Local utilization:
Drawn at 6 px/um. The die is cut into 11 by 11 equal tiles; white is low, dark blue is high, 0 to 100% covered.
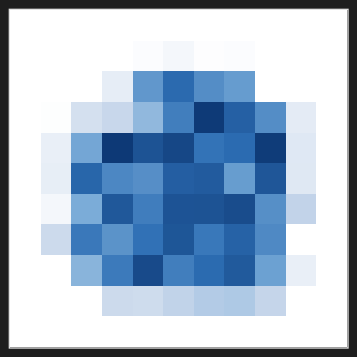
Supply network:
Drawn at 6 px/um. Pins as bars on the die edge. Tap cells in grey.
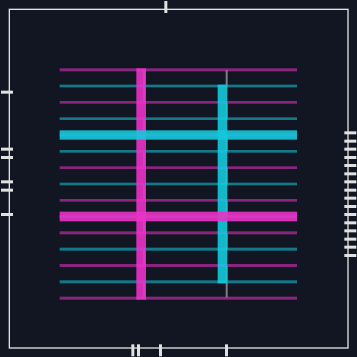
Metal layers overlaid:
Drawn at 8 px/um.
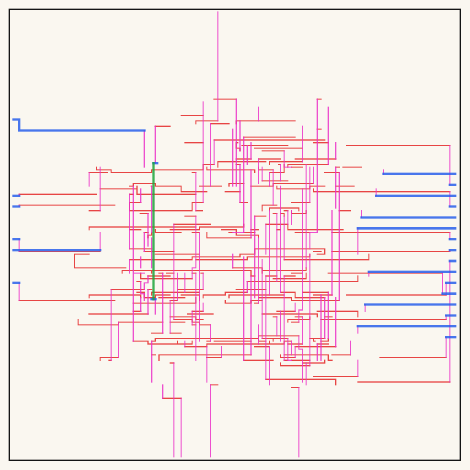
[src/rtl/sap_ctrl_pkg.sv]
// +----------------------------------------------------------------------------+
// | sap_ctrl_pkg: opcodes, T-state indices and control-word type for the       |
// | SAP controller/sequencer.                                                  |
// | Revision: 1.0                                                              |
// +----------------------------------------------------------------------------+
`default_nettype none

package sap_ctrl_pkg;

  localparam logic [3:0] OP_LDA = 4'h0;
  localparam logic [3:0] OP_ADD = 4'h1;
  localparam logic [3:0] OP_SUB = 4'h2;
  localparam logic [3:0] OP_OUT = 4'hE;
  localparam logic [3:0] OP_HLT = 4'hF;

  // Fetch states sit at fixed ring positions; wait and execute states follow them
  localparam int T1_IDX = 0;
  localparam int T2_IDX = 1;
  localparam int T3_IDX = 2;
  localparam int W1_IDX = 3;

  function automatic int e_idx(input int fetch_wait, input int k);
    return W1_IDX + fetch_wait + k - 1;
  endfunction

  typedef enum logic [1:0] {
    MODE_IDLE   = 2'd0,
    MODE_RUN    = 2'd1,
    MODE_HALTED = 2'd2
  } mode_e;

  typedef struct packed {
    logic pc_inc;
    logic pc_out_bar;
    logic addr_sel;
    logic mar_load_bar;
    logic ram_out_bar;
    logic ir_load_bar;
    logic ir_out_bar;
    logic acc_load_bar;
    logic acc_out;
    logic b_load_bar;
    logic alu_sub;
    logic alu_out;
    logic out_load_bar;
  } ctrl_word_t;

  localparam ctrl_word_t CTRL_INACTIVE = '{
    pc_inc:       1'b0,
    pc_out_bar:   1'b1,
    addr_sel:     1'b0,
    mar_load_bar: 1'b1,
    ram_out_bar:  1'b1,
    ir_load_bar:  1'b1,
    ir_out_bar:   1'b1,
    acc_load_bar: 1'b1,
    acc_out:      1'b0,
    b_load_bar:   1'b1,
    alu_sub:      1'b0,
    alu_out:      1'b0,
    out_load_bar: 1'b1
  };

endpackage

`default_nettype wire

[src/rtl/t_state_ring.sv]
// +----------------------------------------------------------------------------+
// | t_state_ring: one-hot T-state ring with start, advance and freeze.         |
// | Revision: 1.0                                                              |
// +----------------------------------------------------------------------------+
`default_nettype none

module t_state_ring #(
  parameter int NT = 7
) (
  input  logic          clk,
  input  logic          rstn,
  input  logic          i_start,
  input  logic          i_advance,
  input  logic          i_freeze,
  output logic [NT-1:0] o_state
);

  logic [NT-1:0] r_ring;

  // Freeze wins over start/advance so a halted machine keeps its E1 marker
  always_ff @(posedge clk) begin
    if (!rstn) begin
      r_ring <= '0;
    end else if (i_freeze) begin
      r_ring <= r_ring;
    end else if (i_start) begin
      r_ring <= NT'(1);
    end else if (i_advance) begin
      r_ring <= {r_ring[NT-2:0], r_ring[NT-1]};
    end
  end

  assign o_state = r_ring;

endmodule

`default_nettype wire

[src/rtl/controller_sequencer.sv]
// +----------------------------------------------------------------------------+
// | controller_sequencer: SAP fetch/execute sequencer and opcode decoder.      |
// | Optional SINGLE_STEP_EN macro adds a synchronised 'step' advance input.    |
// | Revision: 1.0                                                              |
// +----------------------------------------------------------------------------+
`default_nettype none

module controller_sequencer
  import sap_ctrl_pkg::*;
#(
  parameter int FETCH_WAIT = 1,
  parameter int OPW        = 4
) (
  input  logic                  clk,
  input  logic                  rstn,
`ifdef SINGLE_STEP_EN
  input  logic                  step,
`endif
  input  logic [OPW-1:0]        opcode,
  output logic                  pc_inc,
  output logic                  pc_out_bar,
  output logic                  addr_sel,
  output logic                  mar_load_bar,
  output logic                  ram_out_bar,
  output logic                  ir_load_bar,
  output logic                  ir_out_bar,
  output logic                  acc_load_bar,
  output logic                  acc_out,
  output logic                  b_load_bar,
  output logic                  alu_sub,
  output logic                  alu_out,
  output logic                  out_load_bar,
  output logic                  halt,
  output logic [6+FETCH_WAIT-1:0] t_state
);

  localparam int NT = 6 + FETCH_WAIT;
  localparam int E1 = 3 + FETCH_WAIT;
  localparam int E2 = 4 + FETCH_WAIT;
  localparam int E3 = 5 + FETCH_WAIT;

  localparam logic [OPW-1:0] C_LDA = OPW'(OP_LDA);
  localparam logic [OPW-1:0] C_ADD = OPW'(OP_ADD);
  localparam logic [OPW-1:0] C_SUB = OPW'(OP_SUB);
  localparam logic [OPW-1:0] C_OUT = OPW'(OP_OUT);
  localparam logic [OPW-1:0] C_HLT = OPW'(OP_HLT);

  mode_e         r_mode;
  mode_e         w_mode_nxt;
  logic          w_step;
  logic          w_start;
  logic          w_adv;
  logic          w_freeze;
  logic          w_halt;
  ctrl_word_t    w_cw;
  logic [NT-1:0] w_ring;

`ifdef SINGLE_STEP_EN
  logic r_step_s1;
  logic r_step_s2;
  logic r_step_d;

  always_ff @(posedge clk) begin
    if (!rstn) begin
      r_step_s1 <= 1'b0;
      r_step_s2 <= 1'b0;
      r_step_d  <= 1'b0;
    end else begin
      r_step_s1 <= step;
      r_step_s2 <= r_step_s1;
      r_step_d  <= r_step_s2;
    end
  end

  assign w_step = r_step_s2 & ~r_step_d;
`else
  assign w_step = 1'b1;
`endif

  t_state_ring #(
    .NT (NT)
  ) u_ring (
    .clk       (clk),
    .rstn      (rstn),
    .i_start   (w_start),
    .i_advance (w_adv),
    .i_freeze  (w_freeze),
    .o_state   (w_ring)
  );

  always_ff @(posedge clk) begin
    if (!rstn) begin
      r_mode <= MODE_IDLE;
    end else begin
      r_mode <= w_mode_nxt;
    end
  end

  always_comb begin
    w_mode_nxt = r_mode;
    w_start    = 1'b0;
    w_adv      = 1'b0;
    w_freeze   = 1'b0;
    w_halt     = 1'b0;
    w_cw       = CTRL_INACTIVE;
    case (r_mode)
      MODE_IDLE: begin
        if (w_step) begin
          w_mode_nxt = MODE_RUN;
          w_start    = 1'b1;
        end
      end
      MODE_RUN: begin
        w_adv         = w_step;
        w_cw.ir_out_bar = 1'b0;
        if (w_ring[T1_IDX]) begin
          w_cw.pc_out_bar   = 1'b0;
          w_cw.mar_load_bar = 1'b0;
        end
        if (w_ring[T2_IDX]) begin
          w_cw.pc_inc = 1'b1;
        end
        if (w_ring[T3_IDX]) begin
          w_cw.ram_out_bar = 1'b0;
          w_cw.ir_load_bar = 1'b0;
        end
        if (w_ring[E1]) begin
          case (opcode)
            C_LDA, C_ADD, C_SUB: begin
              w_cw.addr_sel     = 1'b1;
              w_cw.mar_load_bar = 1'b0;
            end
            C_OUT: begin
              w_cw.acc_out      = 1'b1;
              w_cw.out_load_bar = 1'b0;
            end
            C_HLT: begin
              // Ring stays parked on E1 so t_state shows where the machine stopped
              w_halt = 1'b1;
              w_adv  = 1'b0;
              if (w_step) begin
                w_mode_nxt = MODE_HALTED;
              end
            end
            default: ;
          endcase
        end
        if (w_ring[E2]) begin
          case (opcode)
            C_LDA: begin
              w_cw.ram_out_bar  = 1'b0;
              w_cw.acc_load_bar = 1'b0;
            end
            C_ADD, C_SUB: begin
              w_cw.ram_out_bar = 1'b0;
              w_cw.b_load_bar  = 1'b0;
              w_cw.alu_sub     = (opcode == C_SUB);
            end
            default: ;
          endcase
        end
        if (w_ring[E3]) begin
          if (opcode == C_ADD || opcode == C_SUB) begin
            w_cw.alu_out      = 1'b1;
            w_cw.acc_load_bar = 1'b0;
            w_cw.alu_sub      = (opcode == C_SUB);
          end
        end
      end
      MODE_HALTED: begin
        w_halt   = 1'b1;
        w_freeze = 1'b1;
      end
      default: begin
        w_mode_nxt = MODE_IDLE;
      end
    endcase
  end

  assign pc_inc       = w_cw.pc_inc;
  assign pc_out_bar   = w_cw.pc_out_bar;
  assign addr_sel     = w_cw.addr_sel;
  assign mar_load_bar = w_cw.mar_load_bar;
  assign ram_out_bar  = w_cw.ram_out_bar;
  assign ir_load_bar  = w_cw.ir_load_bar;
  assign ir_out_bar   = w_cw.ir_out_bar;
  assign acc_load_bar = w_cw.acc_load_bar;
  assign acc_out      = w_cw.acc_out;
  assign b_load_bar   = w_cw.b_load_bar;
  assign alu_sub      = w_cw.alu_sub;
  assign alu_out      = w_cw.alu_out;
  assign out_load_bar = w_cw.out_load_bar;
  assign halt         = w_halt;
  assign t_state      = w_ring;

endmodule

`default_nettype wire
[config.mk]
export PLATFORM = sky130hd
export DESIGN_NAME = controller_sequencer
export DESIGN_NICKNAME = d
export VERILOG_FILES = /design/src/rtl/sap_ctrl_pkg.sv /design/src/rtl/t_state_ring.sv /design/src/rtl/controller_sequencer.sv
export SDC_FILE = /design/constraint.sdc
export NUM_CORES = 1
export LEC_CHECK = 0
export CAP_MARGIN = 40
export CORE_MARGIN = 8
export CORE_UTILIZATION = 34
export CTS_CLUSTER_DIAMETER = 40
export CTS_CLUSTER_SIZE = 28
export DETAILED_ROUTE_END_ITERATION = 12
export GPL_TIMING_DRIVEN = 0
export HOLD_SLACK_MARGIN = 0.08
export PLACE_DENSITY = 0.72
export SKIP_CTS_REPAIR_TIMING = 1
export SYNTH_ARGS = -nofsm -noshare
export SYNTH_HDL_FRONTEND = slang
export SYNTH_HIERARCHICAL = 1
export SYNTH_SLANG_ARGS = --single-unit
export TNS_END_PERCENT = 20
[constraint.sdc]
create_clock -name clk -period 1.6 [get_ports clk]
set_input_delay 0.32 -clock clk [delete_from_list [all_inputs] [get_ports clk]]
set_output_delay 0.32 -clock clk [all_outputs]
set_load 0.02 [all_outputs]
==> CHANGELOG.md <==
### Physical design

- Status: finished with violations
- Failing checks: setup timing
- Final Util: 62.79%
- Worst-path cell chain: inv_2 -> ha_4 -> nor3b_4 -> o21a_1 -> and2_4 -> buf_6
- Comb group: 0.000286 W
- Post-Place Cells: between 100 and 150
- Initial antenna violation count: 0
- Commonest flop: dfxtp_1
- Synth unique cells: 27
- Yosys synthesis chip area: about 550 um^2
- Clock-pin transition on the worst setup and hold timing paths: approximately 0.060 ns
- Worst slew pin tran: about 0.31 ns
- Post-synth seq share: 32.80%
- Yosys warnings: 6
- Via/cell ratio: about 5.3
- Cell taking the most area after synthesis: dfxtp_1
- Setup TNS: -1.527 ns
- Ys cells: 66
- Min-delay worst type: reg2reg
- Layout cell share with drive strength beyond 1: 35.71%
- Pre-antenna DRT Iters: 4
- Number of global-route vias before repair: 579
- Top cells by area: dfxtp_1, nand2_1, o22ai_1
- Placed Area: 857.1 um^2
- I/O pin count: 27
- Tcrit/Tclk final: 116.5%
- Reg area: roughly 180 um^2
- Pre-CTS setup slack: -0.8044 ns
- Endpoints failing hold: 0
- Crit path max-delay cell type: dfxtp_2
- Clock-net power: between 0.00015 and 0.0002 W
- Mapped Area: 549.3 um^2
- Remaining global-route overflow: 0
- R2R depth: 7
- Tmin final: 1.863 ns
- Critical path's largest stage delay: 0.32 ns
- Top-area cell share: 32.80%
- Endpoints failing setup: 10
- Final WS setup: -0.2632 ns
- Dominant cell by count in the synthesized netlist: nand2_1
- CTS HTree Levels: 1
- Gate Area: a little under 400 um^2
- Clock Sinks: 9
- Worst Path Max Fanout: 6
- Final Power: 0.0007135 W
- Layout area overhead: 72.21%
- CP top delay family: simple AND/OR/NAND/NOR gates
- Max Cap Viol: 0
- Post-synth top cells: nand2_1, dfxtp_1, o22ai_1
- Fin cells: 114
- Final hold slack: 0.5041 ns
- Worst Setup End Kind: output pin
- Max frequency: ~540 MHz
- Filler cells: 134
- Share of total power in combinational logic: 40.1%
- CTS tree: done
- CP Launch Type: flip-flop
- Drt initial violations: 7
- Switching power share of the total: between 30% and 40%
- Fin nets: 108
- Top power group: combinational cells
- Die area: approximately 3200 um^2
- Port Buffer Count: 26
- Inserted Clock Buffers: 3
- Leakage: 0.5152 nW
- Post-synth ARST share: 0%
- RSZ-0062 raised after global routing: true
- Clock power share: a little under a quarter
- Number of cells on the critical path: 6
- Synthesized instance count: roughly 66
- Largest net degree at the start of global routing: 11
- Placer Congestion: 0.7971
- Maximum clock insertion buffer count: 2
- CTS root buf: clkbuf_4
- WS Path Type: reg2out
- Critical path arrival: 1.54 ns
- Mapped Avg Cell Area: 8.322 um^2
- Sequential power share: ~36%
- Drc violations: 0
- Rows: 14
- Pwr/cell area: 754.4 nW/um^2
- Design Area, Final: between 900 and 1000 um^2
- Max_slew headroom: 79.19%
- EDFF count, synth: 0
- Slew Limit Fails: 0
- Worst path bufs/invs: 2
- First-pass GRT wire length: ~2600 um
- Clk Latency, worst-skew pair: 0.25 ns
- Int Pwr: 0.0004769 W
- Antenna diodes: 0
Back to the opening pictures, 'local utilization':
tiles over 75% full: 17%
emptiest ninth of the die: upper left
nearly empty tiles: 48%
mean over tiles: 29%
floorplan utilization: 36.46%
core area: 1506 um^2

Back to the opening pictures, 'supply network':
| colour | net |
|---|---|
| magenta | VSS |
| cyan | VDD |
met5 straps: 2
met4 straps: 2
Die Y: 56.20 um
peak supply drop: 0.4398 mV
die width: 56.20 um

Back to the opening pictures, 'metal layers overlaid':
| colour | layer | wire length |
|---|---|---|
| magenta | M2 | 666 um |
| blue | M3 | 117 um |
| red | M1 | 856 um |
| green | M4 | 17.0 um |
vias after detailed routing: 599
wire per inst: 14.52 um
Global Route Usage Sum: 9.754%
total wire length: 1655 um

-- metal layers --
metal | routed length, um | vias up | part of all wire, % | GRT usage (%)
met5 | 0 | - | 0 | 0
met4 | 17 | 0 | 1.0 | 5.155
met3 | 117 | 2 | 7.1 | 3.653
met2 | 665 | 24 | 40 | 13.00
met1 | 855 | 272 | 52 | 12.98
li1 | - | 301 | - | -
-- cells by family after synthesis --
kind of cell,synth area share [%]
AND-OR/OR-AND,23.23
multiplexers,3.645
flip-flops,32.80
AND/OR/NAND/NOR,27.11
buffers and inverters,6.376
adder cells (fa/ha/maj),6.834
-- path summary, 6_finish.rpt --
check,start,endpoint,slack [ns]
min,u_ring/o_state[3],u_ring/o_state[4],0.50
max,r_mode[1],alu_out,-0.26
max reg2reg,r_mode[1],u_ring/o_state[0],-0.03
min reg2reg,u_ring/o_state[3],u_ring/o_state[4],0.50
-- layout make-up --
class	instances	area share, %
Buffer	2	1.587
Clock buffer	4	2.778
Inverter	4	1.984
Multi-Input combinational cell	50	40.74
Sequential cell	9	19.31
Tap cell	16	2.116
Timing Repair Buffer	29	31.48
-- cells in the final DEF, fill, tap and decap left out, drive strengths merged --
cell type,netlist,final
dlymetal6s2s,0,12
o22ai,7,7
clkinvlp,0,1
clkdlybuf4s50,0,3
dfxtp,9,9
nor3b,1,1
mux2i,2,2
buf,3,16
nand4,1,1
o21a,2,2
o21ba,1,1
a32oi,1,1
nor2b,2,2
o2bb2ai,1,1
nor2,3,3
and3,1,1
or3b,1,1
o211a,2,2
and2,2,2
a21oi,1,1
o21ai,1,1
o221a,1,1
nand3b,1,1
clkbuf,0,4
ha,3,3
inv,4,3
nand2,14,14
nand3,1,1
nand2b,1,1
-- state kept, by name, summed over array words and instances (netlist names) --
register and cells:
u_ring/o_state 7, r_mode 2
Power figures rest on the tool's default switching activity, not on a simulated workload.
